### Metal 1, run 1

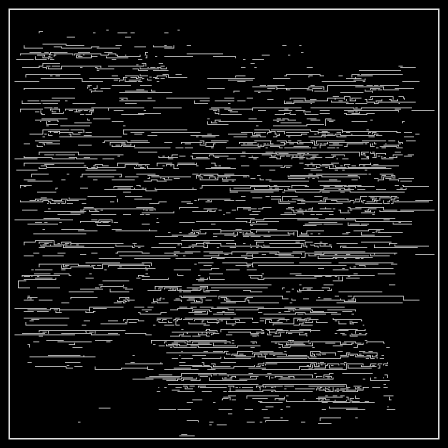
### Met2 routing, run 1

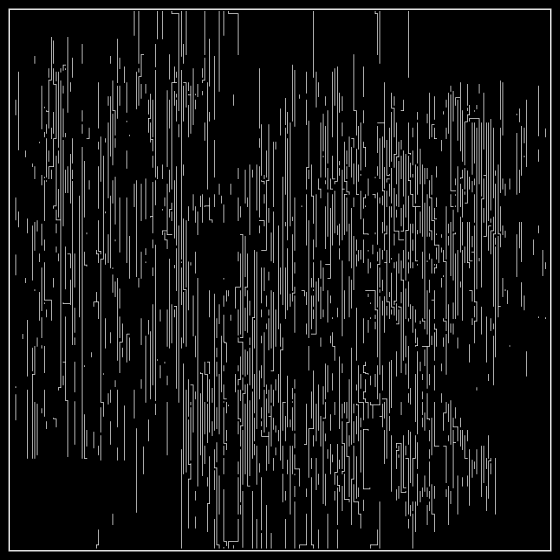
### Met3 routing, run 1

Scale bar: 20 um. Cells faint in the background.
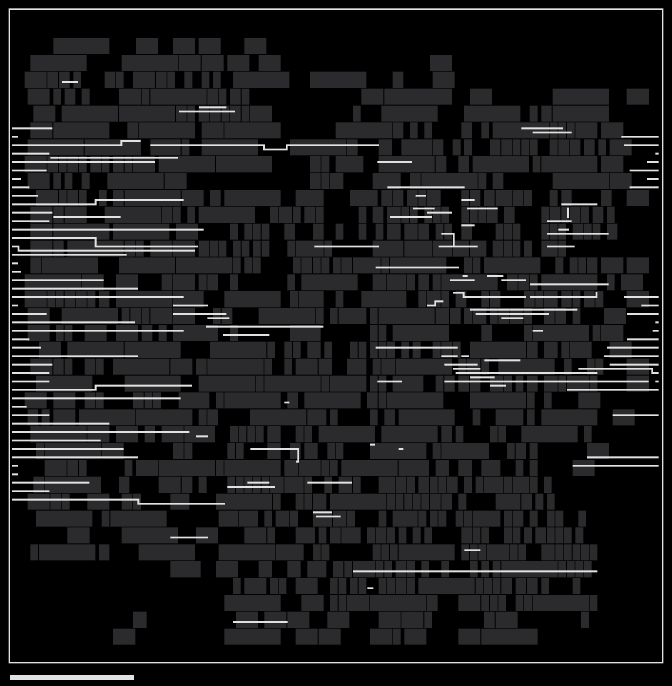
## src/rtl/pool_window_reader_pkg.sv

```systemverilog
// Shared pooling constants: window geometry, BRAM latency and reader FSM encoding.
package pool_window_reader_pkg;

  localparam int unsigned WIN_SIZE = 6;
  localparam int unsigned RD_LAT   = 1;

  localparam logic [2:0] S_IDLE  = 3'd0;
  localparam logic [2:0] S_FETCH = 3'd1;
  localparam logic [2:0] S_LAST  = 3'd2;
  localparam logic [2:0] S_HOLD  = 3'd3;
  localparam logic [2:0] S_DONE  = 3'd4;

endpackage

```

## src/rtl/pool_window_reader.sv

```systemverilog
// Reads consecutive 6-byte pooling windows from a single-port BRAM and
// presents each one as six parallel operands behind a valid/ready handshake.
// An accepted start is registered for one cycle before the first read, so the
// first BRAM read appears on the cycle after E1.
module pool_window_reader
  import pool_window_reader_pkg::*;
#(
  parameter int unsigned ADDR_W = 10,
  parameter int unsigned DATA_W = 8
) (
  input  logic              clk,
  input  logic              rst,
  input  logic              start,
  input  logic [ADDR_W-1:0] base_addr,
  input  logic [ADDR_W-1:0] num_win,
  output logic              bram_en,
  output logic [ADDR_W-1:0] bram_addr,
  input  logic [DATA_W-1:0] bram_dout,
  output logic [DATA_W-1:0] ad0,
  output logic [DATA_W-1:0] ad1,
  output logic [DATA_W-1:0] ad2,
  output logic [DATA_W-1:0] ad3,
  output logic [DATA_W-1:0] ad4,
  output logic [DATA_W-1:0] ad5,
  output logic              win_valid,
  input  logic              win_ready,
  output logic [ADDR_W-1:0] win_idx,
  output logic              busy,
  output logic              done
);

  localparam int unsigned CNT_W = 3;
  localparam logic [CNT_W-1:0] RD_LAST = CNT_W'(WIN_SIZE - 1);

  logic [2:0]        r_state,     w_state_nxt;
  logic [CNT_W-1:0]  r_rd_cnt,    w_rd_cnt_nxt;
  logic [ADDR_W-1:0] r_run_base,  w_run_base_nxt;
  logic [ADDR_W-1:0] r_num,       w_num_nxt;
  logic [ADDR_W-1:0] r_win_idx,   w_win_idx_nxt;
  logic [ADDR_W-1:0] r_bram_addr, w_bram_addr_nxt;
  logic              r_pend,      w_pend_nxt;
  logic              r_bram_en,   w_bram_en_nxt;
  logic              r_win_valid, w_win_valid_nxt;
  logic              r_done,      w_done_nxt;
  logic              r_busy;
  logic [DATA_W-1:0] r_ad     [WIN_SIZE];
  logic [DATA_W-1:0] w_ad_nxt [WIN_SIZE];
  logic [CNT_W-1:0]  w_slot;

  // Read data returns RD_LAT cycles after its address, so it lands in an older slot.
  assign w_slot = r_rd_cnt - CNT_W'(RD_LAT);

  // Next-state and next-output logic; every output is registered below.
  always_comb begin
    w_state_nxt     = r_state;
    w_rd_cnt_nxt    = r_rd_cnt;
    w_run_base_nxt  = r_run_base;
    w_num_nxt       = r_num;
    w_win_idx_nxt   = r_win_idx;
    w_bram_addr_nxt = r_bram_addr;
    w_ad_nxt        = r_ad;
    w_pend_nxt      = 1'b0;
    w_bram_en_nxt   = 1'b0;
    w_win_valid_nxt = 1'b0;
    w_done_nxt      = 1'b0;
    case (r_state)
      S_IDLE: begin
        if (r_pend) begin
          if (r_num == '0) begin
            w_state_nxt = S_DONE;
            w_done_nxt  = 1'b1;
          end else begin
            w_state_nxt     = S_FETCH;
            w_rd_cnt_nxt    = '0;
            w_win_idx_nxt   = '0;
            w_bram_en_nxt   = 1'b1;
            w_bram_addr_nxt = r_run_base;
          end
        end else if (start) begin
          w_pend_nxt     = 1'b1;
          w_run_base_nxt = base_addr;
          w_num_nxt      = num_win;
        end
      end
      S_FETCH: begin
        if (r_rd_cnt >= CNT_W'(RD_LAT)) begin
          w_ad_nxt[w_slot] = bram_dout;
        end
        if (r_rd_cnt == RD_LAST) begin
          w_state_nxt = S_LAST;
        end else begin
          w_rd_cnt_nxt    = r_rd_cnt + CNT_W'(1);
          w_bram_en_nxt   = 1'b1;
          w_bram_addr_nxt = r_run_base + ADDR_W'(r_rd_cnt) + ADDR_W'(1);
        end
      end
      S_LAST: begin
        w_ad_nxt[WIN_SIZE-1] = bram_dout;
        w_state_nxt          = S_HOLD;
        w_win_valid_nxt      = 1'b1;
      end
      S_HOLD: begin
        if (win_ready) begin
          if (r_win_idx == r_num - ADDR_W'(1)) begin
            w_state_nxt = S_DONE;
            w_done_nxt  = 1'b1;
          end else begin
            w_state_nxt     = S_FETCH;
            w_win_idx_nxt   = r_win_idx + ADDR_W'(1);
            w_run_base_nxt  = r_run_base + ADDR_W'(WIN_SIZE);
            w_rd_cnt_nxt    = '0;
            w_bram_en_nxt   = 1'b1;
            w_bram_addr_nxt = r_run_base + ADDR_W'(WIN_SIZE);
          end
        end else begin
          w_win_valid_nxt = 1'b1;
        end
      end
      S_DONE: begin
        w_state_nxt = S_IDLE;
      end
      default: begin
        w_state_nxt = S_IDLE;
      end
    endcase
  end

  // State, counters and registered outputs.
  always_ff @(posedge clk or posedge rst) begin
    if (rst) begin
      r_state     <= S_IDLE;
      r_rd_cnt    <= '0;
      r_run_base  <= '0;
      r_num       <= '0;
      r_win_idx   <= '0;
      r_bram_addr <= '0;
      r_pend      <= 1'b0;
      r_bram_en   <= 1'b0;
      r_win_valid <= 1'b0;
      r_done      <= 1'b0;
      r_busy      <= 1'b0;
      r_ad        <= '{default: '0};
    end else begin
      r_state     <= w_state_nxt;
      r_rd_cnt    <= w_rd_cnt_nxt;
      r_run_base  <= w_run_base_nxt;
      r_num       <= w_num_nxt;
      r_win_idx   <= w_win_idx_nxt;
      r_bram_addr <= w_bram_addr_nxt;
      r_pend      <= w_pend_nxt;
      r_bram_en   <= w_bram_en_nxt;
      r_win_valid <= w_win_valid_nxt;
      r_done      <= w_done_nxt;
      r_busy      <= (w_state_nxt != S_IDLE);
      r_ad        <= w_ad_nxt;
    end
  end

  assign bram_en   = r_bram_en;
  assign bram_addr = r_bram_addr;
  assign win_valid = r_win_valid;
  assign win_idx   = r_win_idx;
  assign busy      = r_busy;
  assign done      = r_done;
  assign ad0       = r_ad[0];
  assign ad1       = r_ad[1];
  assign ad2       = r_ad[2];
  assign ad3       = r_ad[3];
  assign ad4       = r_ad[4];
  assign ad5       = r_ad[5];

endmodule

```

## config.mk

```make
export PLATFORM = sky130hd
export DESIGN_NAME = pool_window_reader
export DESIGN_NICKNAME = d
export VERILOG_FILES = /design/src/rtl/pool_window_reader_pkg.sv /design/src/rtl/pool_window_reader.sv
export SDC_FILE = /design/constraint.sdc
export NUM_CORES = 1
export LEC_CHECK = 0
export ABC_AREA = 1
export ABC_CLOCK_PERIOD_IN_PS = 4300
export CORE_MARGIN = 2
export CORE_UTILIZATION = 50
export DETAILED_ROUTE_END_ITERATION = 16
export PLACE_DENSITY = 0.83
export SLEW_MARGIN = 20
export SYNTH_ARGS = -nofsm -noshare
export SYNTH_HDL_FRONTEND = slang
export SYNTH_SLANG_ARGS = --single-unit
```

## constraint.sdc

```tcl
create_clock -name clk -period 4.3 [get_ports clk]
set_clock_uncertainty 0.05 [all_clocks]
set_input_delay 1.29 -clock clk [delete_from_list [all_inputs] [get_ports clk]]
set_output_delay 1.29 -clock clk [all_outputs]
set_load 0.03 [all_outputs]
```

==> results.yml, run 1 <==
# generated from flow reports
worst_hold_path:
  min_path_cells: 2
  hold_path_startpoint: "ad3[6]$_DFFE_PP0P_"
  whs_endpoint: "ad3[6]$_DFFE_PP0P_"
cts:
  cts_sinks: 99
  cts_max_path_buffers: 2
  cts.clk_slew.worst_paths_ns: 0.10
  clk-insertion-delay-late_ns: 0.37
  clk_root_buffer_cell: "sky130_fd_sc_hd__clkbuf_8"
global_route:
  grt_util_met2_pct: 40.2
  global_route_wire_length_before_repair_um: 22000
  via_count_of_the_first_global_routing_pass: 4608
  gr-total-overflow: 0
  global_route.usage.total_pct: 24.7
  maximum_number_of_pins_on_one_net_before_global_route_repair: 57
  grt.met1_usage_pct: 31.4
  gr_met3_demand_resource_pct: 8.17
cells_and_area:
  nNonClkInverters: 70
  postLayoutCoreUtil_pct: 65.2
  num-multi-input-gates: 468
  final_layout_size_suffix_gt1_share_pct: 6.34
  largestClassByArea: "flip-flops and latches"
  non_clock_buffer_count: 104
  lay_top_cells: "212 x sky130_fd_sc_hd__nand2_1, 103 x sky130_fd_sc_hd__clkdlybuf4s50_1, 99 x sky130_fd_sc_hd__dfrtp_1"
  mostFrequentLayoutCell: "sky130_fd_sc_hd__nand2_1"
  seq_cells: 99
  clock_buffers: 10
routing:
  postRouteAntennaNets: 0
  vias_per_cell: 5.31
  num_vias: 4727
  wl_per_cell_um: 14.9
logic_synthesis:
  synth.yosys.seq_area_share_pct: 48.5
  top_area_cell: "sky130_fd_sc_hd__dfrtp_1"
  synthesis.instances: 658
  synth_warn: 0
  floorplan.nets: 700
  ys.flops: 99
  synthTopCellsByArea: "sky130_fd_sc_hd__dfrtp_1 48%, sky130_fd_sc_hd__nand2_1 16%, sky130_fd_sc_hd__o21ai_0 5.2%"
power:
  combPwrFrac_pct: 56.1
  power_switching_share_pct: 48.6
  p_per_area_nw_per_um2: 813
  p_int_mw: 2.69
  max-vdd-ir-drop_uv: 491
setup_path:
  reg2regPathDepth: 8
  cp-startpoint: "win_idx[0]$_DFFE_PP0P_"
  worst_r2r_startpoint: "r_state[2]$_DFF_PP0_"
  critPathSlowestCell: "sky130_fd_sc_hd__clkdlybuf4s50_1"
  crit_required_ns: 2.96
  cp_top_family: "buffers and inverters"
  arrival_ns: 1.71
  worstPathCellList: "clkdlybuf4s50_1"
  setup.reg_to_reg.worst_slack_ns: 1.60
  worst_path_largest_cell_delay_ns: 0.76
final_timing:
  timing.slew.headroom_pct: 35.3
  timing_max_transition_violations_final: 0
  max_clock_freq_mhz: 328
  finalSetupTns_ns: 0
  hold_viol_final: 0
  setup_repair_after_global_routing_missed_its_margin: "no"
floorplanning:
  nWellTaps: 133
  io_pins: 104
  floorplan.core_area_sq_um: 9860
  die_width_um: 105
  design.die.area_sq_um: 11000
run:
  maxCapViolations: 0
outcome:
  status: "finished, final reports clean"
## Picture notes: 'Metal 1'
longest straight run	23.0 um
nets with wire on the layer	701
wire length on this layer	5,590 um
share of all routed wire	42%
main direction	horizontal

## Picture notes: 'Met2 routing'
main direction	vertical
longest straight run	60.5 um
wire length on this layer	6,250 um
share of all routed wire	47%

## Picture notes: 'Met3 routing'
wire length on this layer	1,230 um
share of all routed wire	9.3%
nets with wire on the layer	113
longest straight run	39.1 um

-- run 1: sequential cells by signal (all words and copies together), names as in the netlist --
register,count
r_run_base,10
ad5,8
win_idx,10
busy,1
ad2,8
r_state,3
win_valid,1
bram_en,1
bram_addr,10
ad0,8
ad3,8
ad1,8
r_rd_cnt,3
ad4,8
r_num,10
r_pend,1
done,1
-- run 1: cells by family after synthesis --
group           share of synthesized area, %
xor+xnor                                1.89
simple gates                            29.0
fa+ha+maj                               2.60
buf+inv                                 7.20
compound gates                          10.8
flops                                   48.5
-- run 1: power by group through the flow --
| stage | logic [mW] | clock network (mW) | registers, mW |
|---|---|---|---|
| 4_1_cts | 2.93 | 0.635 | 1.66 |
| 2_1_floorplan | 1.47 | 0 | 2.16 |
| 3_5_place_dp | 2.92 | 0 | 1.66 |
| 5_1_grt | 3.23 | 0.681 | 1.71 |
| 6_report | 2.93 | 0.633 | 1.66 |
| 3_3_place_gp | 2.82 | 0 | 1.65 |
-- run 1: metrics by stage --
step / setup slack, ns / cell area, sq um / total power [mW] / std cells / hold slack, ns
floorplan: 0.370 / 5110 / 3.63 / 658 / 0.441
global placement: 1.19 / 6220 / 4.46 / 874 / 0.417
detailed placement: 1.13 / 6220 / 4.58 / 874 / 0.422
CTS: 1.26 / 6430 / 5.22 / 890 / 0.447
global route: 1.19 / 6430 / 5.62 / 890 / 0.462
finish: 1.25 / 6430 / 5.23 / 890 / 0.441
-- run 1: per-layer routing --
layer / vias to the layer above / part of all wire, %
met4: 0 / 1.6
met2: 197 / 47
met1: 2207 / 42
li1: 2301 / -
met3: 22 / 9.2
met5: - / 0
==> run 1 -> run 2 <==
--- a/config.mk
+++ b/config.mk
@@ -6,11 +6,11 @@
 export NUM_CORES = 1
 export LEC_CHECK = 0
 export ABC_AREA = 1
-export ABC_CLOCK_PERIOD_IN_PS = 4300
+export ABC_CLOCK_PERIOD_IN_PS = 2650
 export CORE_MARGIN = 2
-export CORE_UTILIZATION = 50
+export CORE_UTILIZATION = 47
 export DETAILED_ROUTE_END_ITERATION = 16
-export PLACE_DENSITY = 0.83
+export PLACE_DENSITY = 0.82
 export SLEW_MARGIN = 20
 export SYNTH_ARGS = -nofsm -noshare
 export SYNTH_HDL_FRONTEND = slang
==> constraint.sdc (replaced) <==
create_clock -name clk -period 2.65 [get_ports clk]
set_clock_uncertainty 0.05 [all_clocks]
set_input_delay 0.795 -clock clk [delete_from_list [all_inputs] [get_ports clk]]
set_output_delay 0.795 -clock clk [all_outputs]
set_load 0.03 [all_outputs]
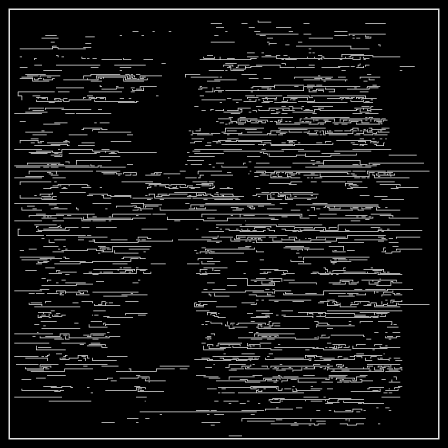
*Metal 1, run 2*
detailed-route via count: 4,636
total wire length after detailed routing: 12,900 um
met1 capacity usage during global routing: 30.8%

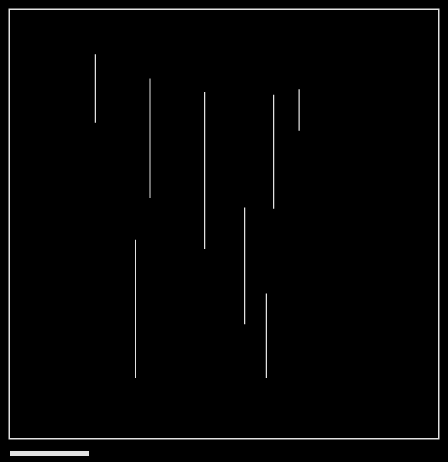
*Met4 routing, run 2*
Scale bar: 20 um.
longest straight run	39.4 um
wire length on this layer	210 um
share of all routed wire	1.6%
main direction	vertical
nets with wire on the layer	6

==> results.yml, run 2 <==
# generated from flow reports
logic_synthesis:
  synth.yosys.seq_area_share_pct: 48.5
  postSynth.asyncResetShare_pct: 100
  yosys.area_share.xor_xnor_pct: 1.89
  number_of_enable_type_register_cells_in_the_synthesized_netlist: 0
  synth_warn: 0
  synthTopCellsByArea: "sky130_fd_sc_hd__dfrtp_1 48%, sky130_fd_sc_hd__nand2_1 16%, sky130_fd_sc_hd__o21ai_0 5.2%"
  yosys.stat.chipArea_sq_um: 5110
  synth_simple_gate_area_share_pct: 29.0
  number_of_distinct_library_cells_after_synthesis: 39
  synth_dominant_cell_count: "sky130_fd_sc_hd__nand2_1"
  top_cell_area_share_pct: 48.5
  fa_ha_area_share_pct: 2.60
  synthesis.area_per_instance_sq_um: 7.77
  syn-cell-area_sq_um: 5110
  common_cells: "212 x sky130_fd_sc_hd__nand2_1, 99 x sky130_fd_sc_hd__dfrtp_1, 57 x sky130_fd_sc_hd__inv_1"
  main_logic_family_after_synthesis: "simple AND/OR/NAND/NOR gates"
  synthMuxAreaShare_pct: 0
  ys_cells: 658
  ys.flops: 99
  dominantRegCellSynth: "sky130_fd_sc_hd__dfrtp_1"
  floorplan.nets: 700
  synthesis.instances: 658
  yosys.area_share.aoi_pct: 10.8
  top_area_cell: "sky130_fd_sc_hd__dfrtp_1"
floorplanning:
  die_width_um: 108
  io_pins: 104
  floorplan.core_area_sq_um: 10700
  placementRows: 38
  die-height_um: 108
  design.die.area_sq_um: 11700
  core_util_floorplan_pct: 47.6
global_route:
  global_route.usage.total_pct: 23.9
  maximum_number_of_pins_on_one_net_before_global_route_repair: 47
  gr-total-overflow: 0
  global_route_wire_length_before_repair_um: 21900
  via_count_of_the_first_global_routing_pass: 4573
  grt_antenna_before_repair: 0
setup_path:
  cp_top_family: "buffers and inverters"
  cp-end-kind: "primary output"
  crit_required_ns: 1.81
  worst-setup-path-type: "reg -> out"
  arrival_ns: 1.68
  bufs_and_invs_on_worst_path: 1
  worstPathCellList: "clkdlybuf4s50_1"
  worst_path_largest_cell_delay_ns: 0.75
  critPathSlowestCell: "sky130_fd_sc_hd__clkdlybuf4s50_1"
  critical_path.max_fanout: 10
  worstSetupStartpointType: "flop"
routing:
  remaining_design_rule_violation_count: 0
  wl_met2_um: 5960
  wl_per_cell_um: 14.3
  postRouteAntennaNets: 0
  vias_per_cell: 5.15
  drtPass1Iterations: 5
  detailedRoute.firstIterationViolations: 234
  dr.max_layer_used: "met4"
  detail_route.wirelength.met1_um: 5410
  route.met3.wl_um: 1320
cts:
  cts.hold.buffers_added: 0
  post-cts-setup-buffers: 0
  cts_made_buffers: 9
  cts.clk_slew.worst_paths_ns: 0.09
  clk_root_buffer_cell: "sky130_fd_sc_hd__clkbuf_8"
  clk-insertion-delay-late_ns: 0.37
  cts_sinks: 99
  cts.repair.resized: 0
  cts_max_path_buffers: 2
  htree_levels: 3
  cts_tree: "done"
cells_and_area:
  antenna_cells: 0
  final_layout_size_suffix_gt1_share_pct: 6.57
  final_nets: 799
  n_fill_cell: 957
  synthToLayoutAreaGrowth_pct: 26.8
  postLayoutCoreUtil_pct: 60.3
  lay_top_cells: "212 x sky130_fd_sc_hd__nand2_1, 103 x sky130_fd_sc_hd__clkdlybuf4s50_1, 99 x sky130_fd_sc_hd__dfrtp_1"
  mostFrequentLayoutCell: "sky130_fd_sc_hd__nand2_1"
power:
  combPwrFrac_pct: 56.5
  power.sequential.fraction_pct: 31.8
  pwr-share-clk_pct: 11.7
  combinationalPower_mw: 4.76
  power_clock_uw: 985
  sequentialPower_mw: 2.68
  finalPower_mw: 8.42
  leak_pwr_nw: 3.13
  p_per_area_nw_per_um2: 1300
  power_switching_share_pct: 47.7
  p_int_mw: 4.40
  power_leader: "combinational cells"
  net-switching-power_mw: 4.02
  max-vdd-ir-drop_uv: 755
run:
  maxCapViolations: 0
  stage_log_warnings: 28
place:
  dp_hpwl_um: 9530
  io_buffers: 103
  gp_routability_congestion: 0.865
outcome:
  status: "finished, final reports clean"
final_timing:
  timing_worst_slew_pin_value_ns: 0.565
  finalCriticalPeriod_ns: 2.52
  final.period_utilization_pct: 95.2
  hold_viol_final: 0
  timing_max_transition_violations_final: 0
  max_clock_freq_mhz: 396
  setup_repair_after_global_routing_missed_its_margin: "no"
  finalSetupTns_ns: 0
  timing.slew.headroom_pct: 62.0
  final-setup-viol-count: 0
worst_hold_path:
  timing.hold.worst.class: "reg -> reg"
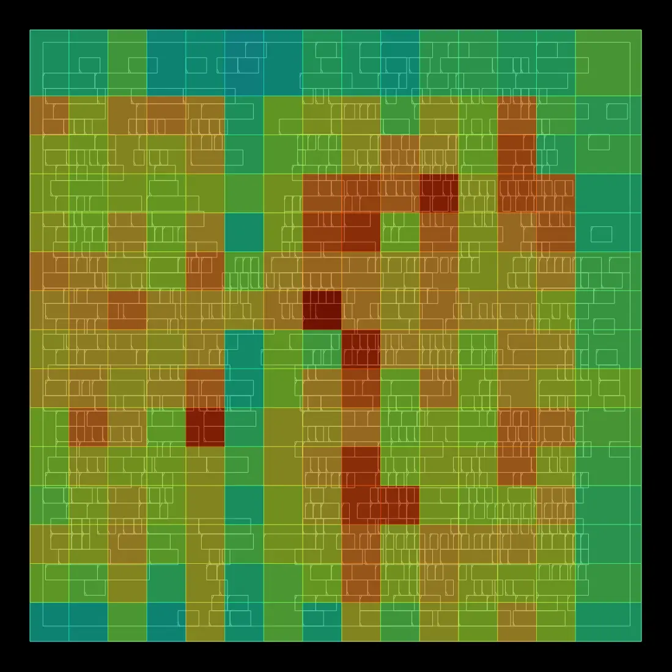
*Congestion heat map, run 2*
GRT met2 Usage: 37.7%
busiest layer in global routing: met2
GR met3 Demand/Resource: 8.80%

-- run 2: netlist changes by cell type in the layout (fill, tap and decap cells not counted), sizes merged --
cell | previous run | this run
buf | 1 | 6
clkbuf | 10 | 13
inv | 71 | 68
clkinv | 3 | 2
-- run 2: final cells by class --
cell class                      instances  area, sq um  share of cell area [%]
Sequential cell                        99         2480                    38.2
Clock inverter                          2         35.0                   0.541
Tap cell                              140          175                    2.70
Timing Repair Buffer                  109         1100                    17.0
Inverter                               70          267                    4.11
Multi-Input combinational cell        468         2260                    35.0
Clock buffer                           13          159                    2.45
-- run 2: per-stage QoR --
step | std cells | hold WS, ns | instance area [sq um] | setup WS (ns)
6_report | 901 | 0.441 | 6480 | 0.126
5_1_grt | 901 | 0.472 | 6480 | 0.0236
4_1_cts | 901 | 0.444 | 6480 | 0.101
3_5_place_dp | 886 | 0.422 | 6280 | 0.214
3_3_place_gp | 886 | 0.416 | 6280 | 0.258
2_1_floorplan | 658 | 0.441 | 5110 | 0.629
-- run 2: path summary, 6_finish.rpt --
check,from,endpoint,slack (ns),cells past startpoint
max,win_idx[0]$_DFFE_PP0P_,win_idx[0],0.13,1
min,ad4[6]$_DFFE_PP0P_,ad4[6]$_DFFE_PP0P_,0.44,2
max reg2reg,r_rd_cnt[0]$_DFFE_PP0P_,bram_addr[8]$_DFFE_PP0P_,0.31,11
min in group asynchronous,rst,r_num[7]$_DFFE_PP0P_,0.74,2
max in group asynchronous,rst,ad1[6]$_DFFE_PP0P_,1.25,3
min reg2reg,ad4[6]$_DFFE_PP0P_,ad4[6]$_DFFE_PP0P_,0.44,2
==> run 2 -> run 3 <==
--- a/config.mk
+++ b/config.mk
@@ -7,6 +7,7 @@
 export LEC_CHECK = 0
 export ABC_AREA = 1
 export ABC_CLOCK_PERIOD_IN_PS = 2650
+export CORE_ASPECT_RATIO = 1.1
 export CORE_MARGIN = 2
 export CORE_UTILIZATION = 47
 export DETAILED_ROUTE_END_ITERATION = 16
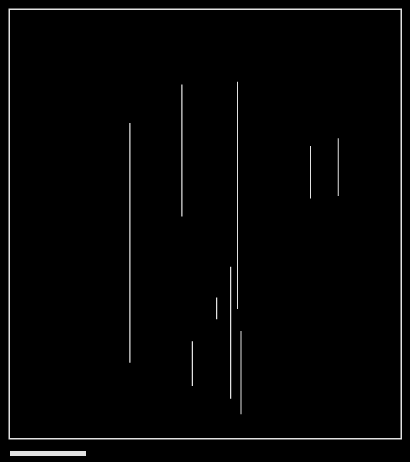
*Met4 routing, run 3*
Scale bar: 20 um.
main direction	vertical
longest straight run	63.2 um
detailed-route via count: 4,730
total wire length after detailed routing: 13,200 um

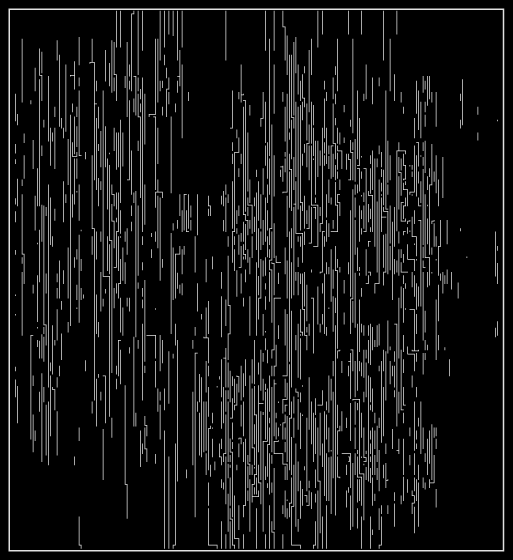
*Met2 routing, run 3*
wire length on this layer	6,490 um
main direction	vertical
share of all routed wire	49%
longest straight run	44.2 um
nets with wire on the layer	662
GRT met2 Usage: 39.5%

==> results.yml, run 3 <==
# generated from flow reports
place:
  gp_routability_congestion: 0.888
  io_buffers: 103
  dp_hpwl_um: 9500
  placement.cell_area_sq_um: 6280
  placedCellCount: 889
logic_synthesis:
  dominantRegCellSynth: "sky130_fd_sc_hd__dfrtp_1"
  synth_warn: 0
  synth_dominant_cell_count: "sky130_fd_sc_hd__nand2_1"
  yosys.area_share.aoi_pct: 10.8
  synthTopCellsByArea: "sky130_fd_sc_hd__dfrtp_1 48%, sky130_fd_sc_hd__nand2_1 16%, sky130_fd_sc_hd__o21ai_0 5.2%"
  ys_cells: 658
  yosys.area_share.xor_xnor_pct: 1.89
  synth_simple_gate_area_share_pct: 29.0
  syn-cell-area_sq_um: 5110
  number_of_enable_type_register_cells_in_the_synthesized_netlist: 0
  fa_ha_area_share_pct: 2.60
  ys.flops: 99
  synth.yosys.seq_area_share_pct: 48.5
  top_area_cell: "sky130_fd_sc_hd__dfrtp_1"
setup_path:
  cp-end-kind: "primary output"
  worstPathCellList: "clkdlybuf4s50_1"
  critical_path.max_fanout: 10
  bufs_and_invs_on_worst_path: 1
  critPathSlowestCell: "sky130_fd_sc_hd__clkdlybuf4s50_1"
  setup.reg_to_reg.worst_slack_ns: 0.34
  worst_path_largest_cell_delay_ns: 0.75
  rr_endpoint: "bram_addr[8]$_DFFE_PP0P_"
  worstSetupStartpointType: "flop"
  reg2regPathDepth: 11
  arrival_ns: 1.68
  worst-setup-path-type: "reg -> out"
  cp-startpoint: "win_idx[0]$_DFFE_PP0P_"
final_timing:
  finalCriticalPeriod_ns: 2.52
  hold_viol_final: 0
  final.period_utilization_pct: 95.2
  final-setup-viol-count: 0
  setup_slack_ns: 0.126
  max_clock_freq_mhz: 396
  timing_max_transition_violations_final: 0
  timing_worst_slew_pin_value_ns: 0.527
floorplanning:
  placementRows: 39
  core_util_floorplan_pct: 48.7
  die_width_um: 103
  io_pins: 104
  floorplan.core_area_sq_um: 10500
  die-height_um: 113
routing:
  remaining_design_rule_violation_count: 0
  wl_per_cell_um: 14.6
  vias_per_cell: 5.23
  drtPass1Iterations: 5
  postRouteAntennaNets: 0
cells_and_area:
  final_layout_size_suffix_gt1_share_pct: 6.96
  lay_top_cells: "212 x sky130_fd_sc_hd__nand2_1, 103 x sky130_fd_sc_hd__clkdlybuf4s50_1, 99 x sky130_fd_sc_hd__dfrtp_1"
  final_design_area_no_fill_sq_um: 6600
  mostFrequentLayoutCell: "sky130_fd_sc_hd__nand2_1"
  antenna_cells: 0
  finalNonFillerCells: 905
worst_hold_path:
  hold_path_startpoint: "bram_addr[7]$_DFFE_PP0P_"
  whs_endpoint: "bram_addr[7]$_DFFE_PP0P_"
  min_path_cells: 2
  timing.hold.worst.class: "reg -> reg"
cts:
  cts_sinks: 99
  cts.clk_slew.worst_paths_ns: 0.07
  cts.hold.buffers_added: 0
  clk_root_buffer_cell: "sky130_fd_sc_hd__clkbuf_16"
  cts.repair.resized: 0
global_route:
  global_route.usage.total_pct: 24.0
  gr-total-overflow: 0
  maximum_number_of_pins_on_one_net_before_global_route_repair: 100
outcome:
  status: "finished, final reports clean"
power:
  leak_pwr_nw: 3.18
  p_per_area_nw_per_um2: 1350
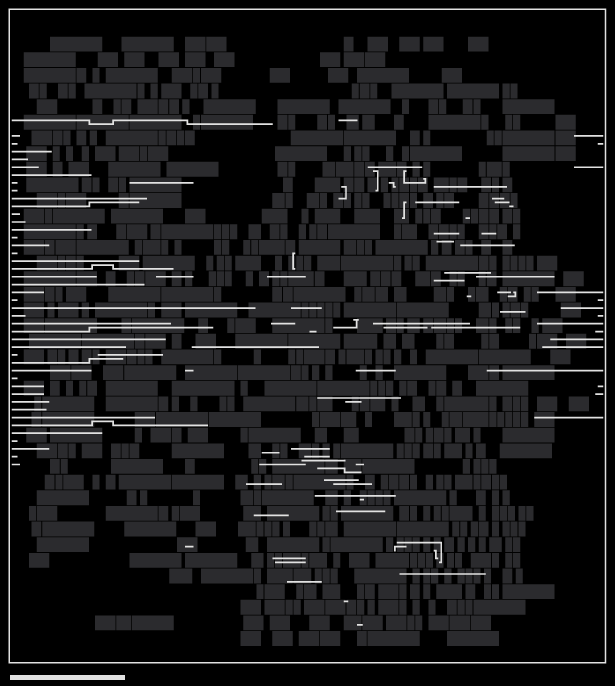
*Met3 routing, run 3*
Scale bar: 20 um. Cells faint in the background.
GR met3 Demand/Resource: 6.05%

run 3: cell types whose count changed in the layout (fill, tap and decap cells not counted), sizes merged:
cell / before / now
clkbuf: 13 / 9
inv: 68 / 71
clkinv: 2 / 4
run 3: logic make-up after synthesis:
kind of cell,after synthesis
AOI/OAI and AO/OA,103
xor gates and xnor gates,11
adders and majority gates,10
buffers and inverters,91
DFF,99
and+or+nand+nor,344
run 3: worst max path at each step:
stage          cells after the start                  endpoint  slack [ns]
2_1_floorplan                      1        ad0[0]$_DFFE_PP0P_        0.63
3_3_place_gp                       8    win_idx[9]$_DFFE_PP0P_        0.29
3_5_place_dp                       8    win_idx[9]$_DFFE_PP0P_        0.20
4_1_cts                            1                win_idx[0]        0.13
5_1_grt                           12  bram_addr[8]$_DFFE_PP0P_        0.05
6_report                           1                win_idx[0]        0.13
run 3: layout make-up:
type                            instances  area (sq um)  share of cell area (%)
Inverter                               70           267                    4.04
Clock buffer                            9           225                    3.41
Timing Repair Buffer                  109          1090                    16.5
Tap cell                              143           179                    2.71
Multi-Input combinational cell        468          2260                    34.3
Clock inverter                          7          95.1                    1.44
Sequential cell                        99          2480                    37.6
run 3: worst min-delay path: cells and delay by family (launching register included):
family | cells | cell delay (ns)
simple gates | 2 | 0.11
flops | 1 | 0.35
run 3: layer usage:
metal	track usage (%)	up-vias	part of all wire, %	wire length (um)
met5	0	-	0	0
met4	7.98	0	2.0	259
met3	6.05	23	7.7	1010
met2	39.5	174	49	6490
met1	30.6	2216	41	5410
li1	-	2317	-	-
run 3: where the power goes:
| part | leakage [nW] | switching (mW) | total (mW) | internal [mW] |
|---|---|---|---|---|
| Sequential | 1.22 | 0.512 | 2.69 | 2.18 |
| Combinational | 1.80 | 3.05 | 4.80 | 1.75 |
| Clock | 0.157 | 0.630 | 1.39 | 0.760 |
Power and IR drop assume default switching activity.
